--- config.mk ---
export PLATFORM = sky130hd
export DESIGN_NAME = mu0_sequencer
export DESIGN_NICKNAME = d
export VERILOG_FILES = /design/src/rtl/mu0_sequencer.sv
export SDC_FILE = /design/constraint.sdc
export NUM_CORES = 1
export LEC_CHECK = 0
export ABC_AREA = 1
export CORE_AREA = 2 2 39 41
export DETAILED_ROUTE_END_ITERATION = 8
export DIE_AREA = 0 0 41 43
export PLACE_DENSITY = 0.66
export RECOVER_POWER = 50
export SETUP_SLACK_MARGIN = 0.2
export SYNTH_ARGS = -nofsm -noshare
export SYNTH_HDL_FRONTEND = slang
export SYNTH_SLANG_ARGS = --single-unit
--- constraint.sdc ---
create_clock -name clk -period 1.55 [get_ports clk]
set_clock_uncertainty 0.1 [all_clocks]
set_input_delay 0.31 -clock clk [delete_from_list [all_inputs] [get_ports clk]]
set_output_delay 0.31 -clock clk [all_outputs]
set_load 0.05 [all_outputs]
--- src/rtl/mu0_sequencer.sv ---
// mu0_sequencer: control sequencer for the MU0 accumulator machine.
//
// One FETCH cycle and one EXEC cycle per instruction when memory answers at
// once. Memory-using states wait on mem_ack and hold every output steady
// while they wait.
//
// Optional build macro:
//   MU0_ILLEGAL_TRAP_EN - opcodes 8..15 trap into HALT and raise illegal.
//                         If it is undefined they are one-cycle no-ops and
//                         illegal is tied low.
//
// state | meaning
// ------+-----------------------------------------------------------
// INIT  | one cycle after reset: clear PC and ACC through the ALU zero path
// FETCH | read M[PC] into IR, PC <= PC + 1 on mem_ack
// EXEC  | decode and execute opcode; memory ops wait for mem_ack
// HALT  | STP or illegal trap; everything idle until reset
//
// The decode is combinational on state, opcode and the mem_ack/flag inputs.
// It cannot be registered for two reasons. The opcode only becomes valid in
// the cycle after IR is loaded. The ir_ce, pc_ce and acc_ce strobes must
// follow mem_ack within the same cycle. halted and illegal are registered
// status flags. The state register is cleared asynchronously, so reset forces
// the INIT output values straight away.

module mu0_sequencer (
  input  logic       clk,
  input  logic       reset,
  input  logic [3:0] opcode,
  input  logic       acc_z,
  input  logic       acc_n,
  input  logic       mem_ack,
  output logic       mem_req,
  output logic       mem_wr,
  output logic       asel,
  output logic       bsel,
  output logic [2:0] alufs,
  output logic       pc_sel,
  output logic       pc_ce,
  output logic       ir_ce,
  output logic       acc_ce,
  output logic       acc_oe,
  output logic       halted,
  output logic       illegal
);

  typedef enum logic [1:0] {
    INIT  = 2'd0,
    FETCH = 2'd1,
    EXEC  = 2'd2,
    HALT  = 2'd3
  } state_t;

  localparam logic [3:0] OP_LDA = 4'd0;
  localparam logic [3:0] OP_STA = 4'd1;
  localparam logic [3:0] OP_ADD = 4'd2;
  localparam logic [3:0] OP_SUB = 4'd3;
  localparam logic [3:0] OP_JMP = 4'd4;
  localparam logic [3:0] OP_JGE = 4'd5;
  localparam logic [3:0] OP_JNE = 4'd6;
  localparam logic [3:0] OP_STP = 4'd7;

  localparam logic [2:0] ALU_ZERO = 3'd0;
  localparam logic [2:0] ALU_ADD  = 3'd1;
  localparam logic [2:0] ALU_SUB  = 3'd2;
  localparam logic [2:0] ALU_B    = 3'd3;
  localparam logic [2:0] ALU_INCB = 3'd4;

  state_t state;
  state_t state_nx;
  logic   halted_q;
`ifdef MU0_ILLEGAL_TRAP_EN
  logic   illegal_q;
  logic   trap_take;
`endif

  // Decode the control word and the next state from state, opcode and inputs.
  always_comb begin
    mem_req  = 1'b0;
    mem_wr   = 1'b0;
    asel     = 1'b0;
    bsel     = 1'b0;
    alufs    = ALU_ZERO;
    pc_sel   = 1'b0;
    pc_ce    = 1'b0;
    ir_ce    = 1'b0;
    acc_ce   = 1'b0;
    acc_oe   = 1'b0;
    state_nx = state;
`ifdef MU0_ILLEGAL_TRAP_EN
    trap_take = 1'b0;
`endif
    case (state)
      INIT: begin
        // The ALU zero output is loaded into both PC and ACC.
        alufs    = ALU_ZERO;
        pc_sel   = 1'b0;
        pc_ce    = 1'b1;
        acc_ce   = 1'b1;
        state_nx = FETCH;
      end

      FETCH: begin
        // PC is the address; the ALU computes PC + 1 through the B input.
        mem_req = 1'b1;
        asel    = 1'b0;
        bsel    = 1'b1;
        alufs   = ALU_INCB;
        if (mem_ack) begin
          ir_ce    = 1'b1;
          pc_ce    = 1'b1;
          state_nx = EXEC;
        end
      end

      EXEC: begin
        case (opcode)
          OP_LDA, OP_ADD, OP_SUB: begin
            mem_req = 1'b1;
            asel    = 1'b1;
            bsel    = 1'b0;
            if (opcode == OP_LDA)      alufs = ALU_B;
            else if (opcode == OP_ADD) alufs = ALU_ADD;
            else                       alufs = ALU_SUB;
            if (mem_ack) begin
              acc_ce   = 1'b1;
              state_nx = FETCH;
            end
          end

          OP_STA: begin
            // ACC drives the write-data bus; the ALU is idle.
            mem_req = 1'b1;
            mem_wr  = 1'b1;
            asel    = 1'b1;
            acc_oe  = 1'b1;
            if (mem_ack) state_nx = FETCH;
          end

          OP_JMP: begin
            pc_sel   = 1'b1;
            pc_ce    = 1'b1;
            state_nx = FETCH;
          end

          OP_JGE: begin
            if (!acc_n) begin
              pc_sel = 1'b1;
              pc_ce  = 1'b1;
            end
            state_nx = FETCH;
          end

          OP_JNE: begin
            if (!acc_z) begin
              pc_sel = 1'b1;
              pc_ce  = 1'b1;
            end
            state_nx = FETCH;
          end

          OP_STP: begin
            state_nx = HALT;
          end

          default: begin
`ifdef MU0_ILLEGAL_TRAP_EN
            trap_take = 1'b1;
            state_nx  = HALT;
`else
            state_nx  = FETCH;
`endif
          end
        endcase
      end

      HALT: begin
        state_nx = HALT;
      end

      default: begin
        state_nx = INIT;
      end
    endcase
  end

  // State register and sticky status flags; reset returns to INIT at once.
  always_ff @(posedge clk or posedge reset) begin
    if (reset) begin
      state     <= INIT;
      halted_q  <= 1'b0;
`ifdef MU0_ILLEGAL_TRAP_EN
      illegal_q <= 1'b0;
`endif
    end else begin
      state     <= state_nx;
      halted_q  <= (state_nx == HALT);
`ifdef MU0_ILLEGAL_TRAP_EN
      illegal_q <= illegal_q | trap_take;
`endif
    end
  end

  assign halted = halted_q;
`ifdef MU0_ILLEGAL_TRAP_EN
  assign illegal = illegal_q;
`else
  assign illegal = 1'b0;
`endif

endmodule

==> summary.txt, run 1 <==
Here are the numbers from the latest Yosys + OpenROAD run.

The smallest hold slack came out at between 0.2 and 0.3 ns. The number of max-slew violations in the final report is 0. The average footprint of a synthesized cell is around 6.3 µm². The post-synthesis async set-or-reset flop share is 100%. The report puts the hold buffer count at CTS at 0. The main area contributors are dfrtp_1, nand2_1, ha_1, inv_1, nand2_2.

The number of buffers added for setup after CTS is 0. The critical path data arrival time came out at ~1.5 ns. Non-clock buffers in the final layout number 39. The overall die area came out at 1760 µm². The number of distinct library cell variants in the gate-level netlist after synthesis is 18. The slowest cell on the critical path is dfrtp_1. The area figure in the yosys stat output came out at 400 µm². The initial antenna violation count came out at 0. The synthesis stat section lists a flop and latch total of 3.

The checks that failed: negative setup slack. The critical path's largest stage delay is around 0.38 ns. The inverter count of the layout excluding clock inverters came out at 16. The routability congestion estimate is 0.757.

The met1 wire length is roughly 480 µm. The met3 track demand over resource is under 10%. The slack of the critical path is -0.335 ns. The worst min-delay path class is in2async. Signal nets in the final route climb as high as met3. The clock passes through at most 2 buffers. The floorplan has 14 rows.

Setup repair after global routing could not meet its margin everywhere. The initial detailed-routing violation count is 9. From the final report, the count of setup violators was given as 13.

According to the timing report, the critical path is captured at alufs[1]. The count of placed standard cells including taps came out at approximately 120. The number of global-route vias before repair came out at approximately 530. In the layout the commonest cells are buf_12, buf_4, nand2_1, inv_1, nor2_2. The register-to-register path setup slack is -0.01 ns.

The run finished, with violations left. The post-placement cell area is 958 µm². The utilization of the core after routing came out at roughly 77%.

The layout has 4 clock buffers.
## run 1: registers in the layout (all words and copies together), names as in the netlist
name,count
state,2
halted,1
## run 1: cells in the mapped netlist, types with 2 or more instances
master   number
buf_4         3
ha_1          4
inv_2         2
nor3b_2       2
inv_1        13
nand2_2       4
dfrtp_1       3
nor2_1        6
nor2_2        4
nand2_1      14
a21oi_1       2
## run 1: logic make-up (layout without fill, tap and decap cells)
family / Yosys count / count (layout) / synth area share, %
flops: 3 / 3 / 18.7
buf+inv: 19 / 59 / 20.6
other cells: 1 / 1 / 0.937
fa+ha+maj: 4 / 4 / 12.5
simple gates: 32 / 32 / 40.3
compound gates: 5 / 5 / 6.87
Run 1, I/O nets highlighted:
The bar under the picture is 10 µm long.
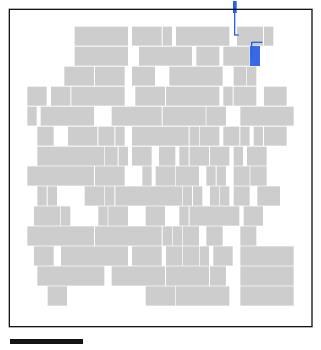
| port | colour | direction | edge | end cells | buffers | wire |
|---|---|---|---|---|---|---|
| acc_z | blue | input | top | 1 | 1 | 7.00 µm |
Boundary Pins: 23
port buffer count: 21

Run 1, metal layers overlaid:
The bar under the picture is 10 µm long.
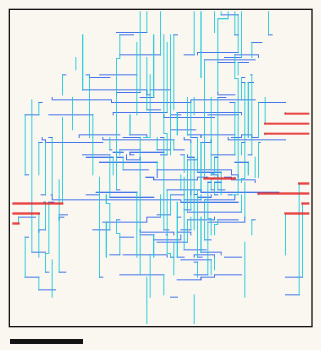
| layer | colour | wire length |
|---|---|---|
| M2 | cyan | 752 µm |
| M3 | red | 41.8 µm |
| M1 | blue | 475 µm |
Routed WL per cell: 10.6 µm
detailed-route via count: 528
Final Routed Wirelength: 1270 µm
GRT Total Usage: 17.3%

Run 1, selected gate families:
The bar under the picture is 10 µm long.
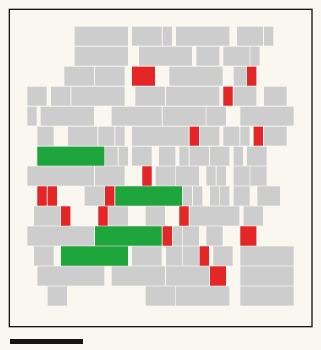
| family | colour | cells |
|---|---|---|
| fa/ha/maj cells | green | 4 |
| inv cells | red | 16 |
final non-filler cell total: 120
combinational fraction of the cell area: 36.4%

Run 1, routing congestion map:
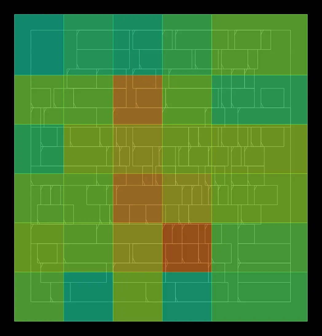
met1 layer usage reported by global route: 18.5%
met2 demand-to-capacity share in global routing: 29.1%
layer with the highest usage: met2

==> inputs of run 2 (changes only) <==
CELL_PAD_IN_SITES_DETAIL_PLACEMENT = 1   (was unset)
CELL_PAD_IN_SITES_GLOBAL_PLACEMENT = 1   (was unset)
CORE_AREA = 2 2 45 47   (was 2 2 39 41)
DIE_AREA = 0 0 47 49   (was 0 0 41 43)
PLACE_DENSITY = unset   (was 0.66)
PLACE_DENSITY_LB_ADDON = 0.1   (was unset)
==> summary.txt, run 2 <==
Here are the numbers from the latest Yosys + OpenROAD run.

The top cell type by instance count after synthesis is nand2_1. The count of state elements after synthesis came out at 3. For this run, global-route usage on met3 was measured as ~2.2%. The smallest hold slack came out at between 0.2 and 0.3 ns. The overall die area is approximately 2300 µm². The report lists the number of standard-cell rows as 16. The top-level port count is 23. The initial antenna violation count is 0. The post-place instance area is roughly 990 µm².

The number of flip-flops in the largest register is 2. The cell-mix breakdown from Yosys lists the compound-gate area share as under 10%. Counting instances in the post-synthesis netlist gives the leading cell types as nand2_1, inv_1, nor2_1. The run finished, with violations left. The slack of the critical path came out at -0.362 ns. The number of buffer cells added on primary ports is 21.

In the post-synthesis netlist, the biggest area contributors are dfrtp_1, nand2_1, ha_1, inv_1, nand2_2. The count of placed standard cells including taps came out at 128. The post-synthesis adder-cell area fraction is 12.5%. For this run, the chip area from Yosys synthesis comes to approximately 400 µm². The number of max-slew violations in the final report came out at 0. After detailed routing, no signal wire sits above met3.

The average footprint of a synthesized cell came out at between 6 and 7 µm². The maximum root-to-sink buffer count came out at 2. The number of global-route vias before repair is 547. The top cell types in the final layout, fill and taps aside, are buf_4, buf_12, nand2_1, inv_1. The met1 routing resource usage after global routing is 15.9%.

The met2 usage is around 26%. The number of clock buffers in the layout is 4. The final reports fail on negative setup slack. The critical path data arrival time is 1.50 ns. The number of distinct library cell variants in the gate-level netlist after synthesis is 18.

The met1 wire length came out at approximately 530 µm. The post-synthesis async set-or-reset flop share came out at 100%. The register-to-register path setup slack is -0.09 ns. The final timing report counts setup violations totalling 14. The synthesis run identifies the leading combinational cell family as simple AND/OR/NAND/NOR gates. The largest register by flop count is state. The slowest cell on the critical path is dfrtp_1.

The proportion of synthesized area in mux cells is 0%. The longest incremental delay of any stage on the critical path is reported as between 0.3 and 0.4 ns.
run 2: cell counts after synthesis:
Identical to the previous run, type by type.
run 2: what timing repair did:
| action | CTS | global route |
|---|---|---|
| buffers inserted | 1 | 1 |
| setup endpoints to repair | 15 | 15 |
| gates cloned | 0 | 0 |
| pin swaps | 7 | 1 |
| gates resized | 14 | 2 |
run 2: final timing paths:
check,from,to,cells past startpoint
min in group clk,mem_ack,state[0]$_DFF_PP0_,6
setup reg to reg,state[0]$_DFF_PP0_,state[1]$_DFF_PP0_,10
hold reg to reg,state[0]$_DFF_PP0_,state[0]$_DFF_PP0_,4
max in group asynchronous,reset,state[1]$_DFF_PP0_,2
hold / removal,reset,state[0]$_DFF_PP0_,2
setup / recovery,state[0]$_DFF_PP0_,alufs[1],7
Run 2, metal layers overlaid:
The bar under the picture is 10 µm long.
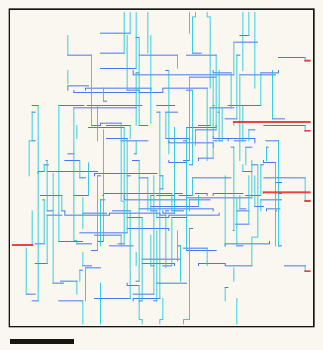
| layer | colour | wire length |
|---|---|---|
| M2 | cyan | 892 µm |
| M1 | blue | 525 µm |
| M3 | red | 24.6 µm |
detailed-route via count: 530
Routed WL per cell: 10.8 µm
GRT Total Usage: 14.5%
Final Routed Wirelength: 1440 µm

Run 2, selected gate families:
The bar under the picture is 10 µm long.
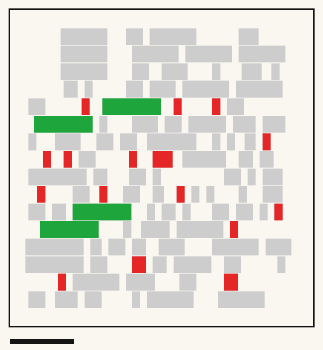
| family | colour | cells |
|---|---|---|
| fa/ha/maj cells | green | 4 |
| inv cells | red | 16 |
most common cell after layout, fill and taps aside: buf_4
final non-filler cell total: 134
combinational fraction of the cell area: 34.9%

==> inputs of run 3 (changes only) <==
ABC_AREA = 0   (was 1)
CORE_AREA = 2 2 43 45   (was 2 2 45 47)
DIE_AREA = 0 0 45 47   (was 0 0 47 49)
TNS_END_PERCENT = 20   (was unset)
==> summary.txt, run 3 <==
Here are the numbers from the latest Yosys + OpenROAD run.

Yosys reported that registers with async set or reset make up 100%. The cell area after synthesis is roughly 340 µm². The number of max-slew violations in the final report came out at 0. The average wire per standard cell came out at 13.8 µm. The first routing iteration left 4 violations.

The timing report lists the critical path depth as 6 cells. For this run, the post-layout net count is ~96. The post-route utilization of the core is recorded as slightly below 60%. Setup repair after global routing could not meet its margin everywhere. The post-place instance area came out at ~850 µm². The met1 routing resource usage after global routing is around 18%.

In this run the most used layer during global routing was met2. The post-synth tally of flip-flops with integrated enable is 0. The launch point of the critical path was reported as state[1]$_DFF_PP0_. The post-synthesis cell count from yosys is slightly above 40. In the post-route analysis, the smallest setup slack over all paths is -0.438 ns. The routability congestion estimate came out at 0.741.

According to the floorplan log, the row count is 15. The portion of the layout cell area used by non-clock buffers is about half. The met3 track demand over resource came out at under 10%. The worst hold path belongs to the class in2async. The average footprint of a synthesized cell came out at between 8 and 9 µm². The number of flip-flops in the largest register came out at 2.

The number of clock sinks came to 3. The count of placed standard cells including taps came out at ~94. The net count after synthesis came out at between 50 and 60. Per the timing report, the most critical flop-to-flop path finishes at halted$_DFF_PP0_.

The total wire length is ~1400 µm. The count of state elements after synthesis came out at 3. The number of distinct library cell variants in the gate-level netlist after synthesis came out at 25. The main area contributors are dfrtp_1, ha_1, buf_4, nor2_1, inv_1.

Multi-input logic gates represent a cell area share of 34.9%. The slowest cell on the critical path is dfrtp_1. The top cell types in the final layout, fill and taps aside, are buf_4, buf_12, clkdlybuf4s50_1.

The wire-length estimate of the detail-placed layout is around 1000 µm. The timing report gives the worst reg2reg path a setup slack of -0.06 ns. The inverter count of the layout excluding clock inverters came out at 4.

The number of buffer cells added on primary ports is 21. The met1 wire length is roughly 540 µm. Per the layout report, the design carries 4 clock buffers.

The met2 usage came out at 27.1%. The detailed-routing iteration count for the pre-antenna-repair pass came out at 4. The run finished, with violations left.

For this run, the chip area from Yosys synthesis comes to between 300 and 400 µm². The sum of negative setup slack is -3.96 ns. STA classifies the critical path endpoint as a primary output.

The count of final setup violators is 13. The total vias in the final route is roughly 430. By count the netlist is led by nor2_1, ha_1, inv_1. According to the timing report, the critical path is captured at pc_ce. The non-filler instance count after layout is a little under 100. Measured in cells, the most critical reg-to-reg path has a length of 7. The pin count of the biggest net entering global routing came out at 6.

The critical path data arrival time is ~1.6 ns. The highest metal layer carrying signal wires in the routed design is met4. The smallest hold slack is 0.277 ns. The insertion delay at the late pin of the worst-skew pair is around 0.24 ns. Summed over all routing layers, the global router reports a total usage of approximately 16%. nor2_1 is the most common cell in the netlist. The maximum root-to-sink buffer count came out at 2.

The synthesis log from Yosys contains 0 warnings. The count of antenna diodes in the layout came out at 0. The initial antenna violation count came out at 0. The top-level port count is 23. The post-placement worst setup slack is -0.526 ns. Among logic cells in the layout, the one with the most instances is buf_4.

The cell area after layout came out at roughly 960 µm². Per the layout area report, the register area comes to 75.1 µm². The overall die area is 2120 µm².

The number of global-route vias before repair came to approximately 480. For this run, the slowest stage of the critical path takes about 0.41 ns. The maximum clock rate is 503 MHz. Ranked by flip-flop count, first place goes to state. The non-clock buffer total of the final layout came out at approximately 40. Per the timing report, the most critical flop-to-flop path originates at state[1]$_DFF_PP0_. The checks that failed: negative setup slack.
## run 3: netlist changes by cell type after synthesis, sizes merged, moves of 2 or more
cell / before / now
nor2: 10 / 5
nor3b: 2 / 0
and2: 0 / 2
nand2: 18 / 1
inv: 15 / 4
nand2b: 0 / 2
## run 3: cell families (layout without fill, tap and decap cells)
| group | count (synthesis) | after routing | share of synthesized area [%] |
|---|---|---|---|
| xor+xnor | 1 | 1 | 2.58 |
| other cells | 1 | 1 | 1.11 |
| flops | 3 | 3 | 22.1 |
| fa+ha+maj | 4 | 4 | 14.8 |
| simple gates | 14 | 14 | 24.4 |
| buf+inv | 7 | 48 | 11.1 |
| compound gates | 11 | 11 | 24.0 |
## run 3: what timing repair did
item,in CTS,in global routing
resized,17,3
hold buffers,0,0
endpoints found under the setup margin,15,15
buffers inserted,1,0
pin swaps,9,3
Run 3, I/O nets highlighted:
The bar under the picture is 10 µm long.
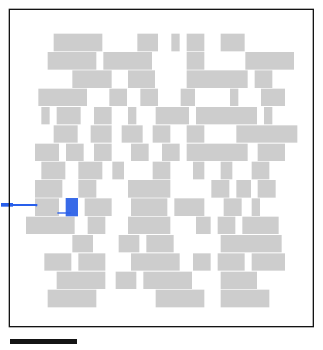
| port | colour | direction | edge | end cells | buffers | wire |
|---|---|---|---|---|---|---|
| acc_z | blue | input | left | 1 | 1 | 5.50 µm |

Run 3, zoomed window:
The bar under the picture is 5 µm long. Region (12, 23) to (32, 43) µm. Cells in grey, sequential cells in the stronger grey; small squares are vias.
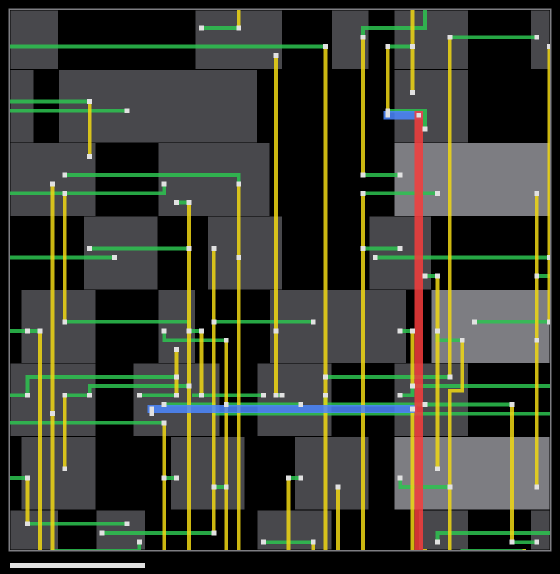
| layer | colour |
|---|---|
| M4 | red |
| M1 | green |
| M3 | blue |
| M2 | yellow |
cells with their middle in the window: 25
most frequent: buf_4 (8), clkbuf_4 (2), dfrtp_1 (2)
netlist names of flops here include: halted (1), state (1)
sequential cells in the window: 2

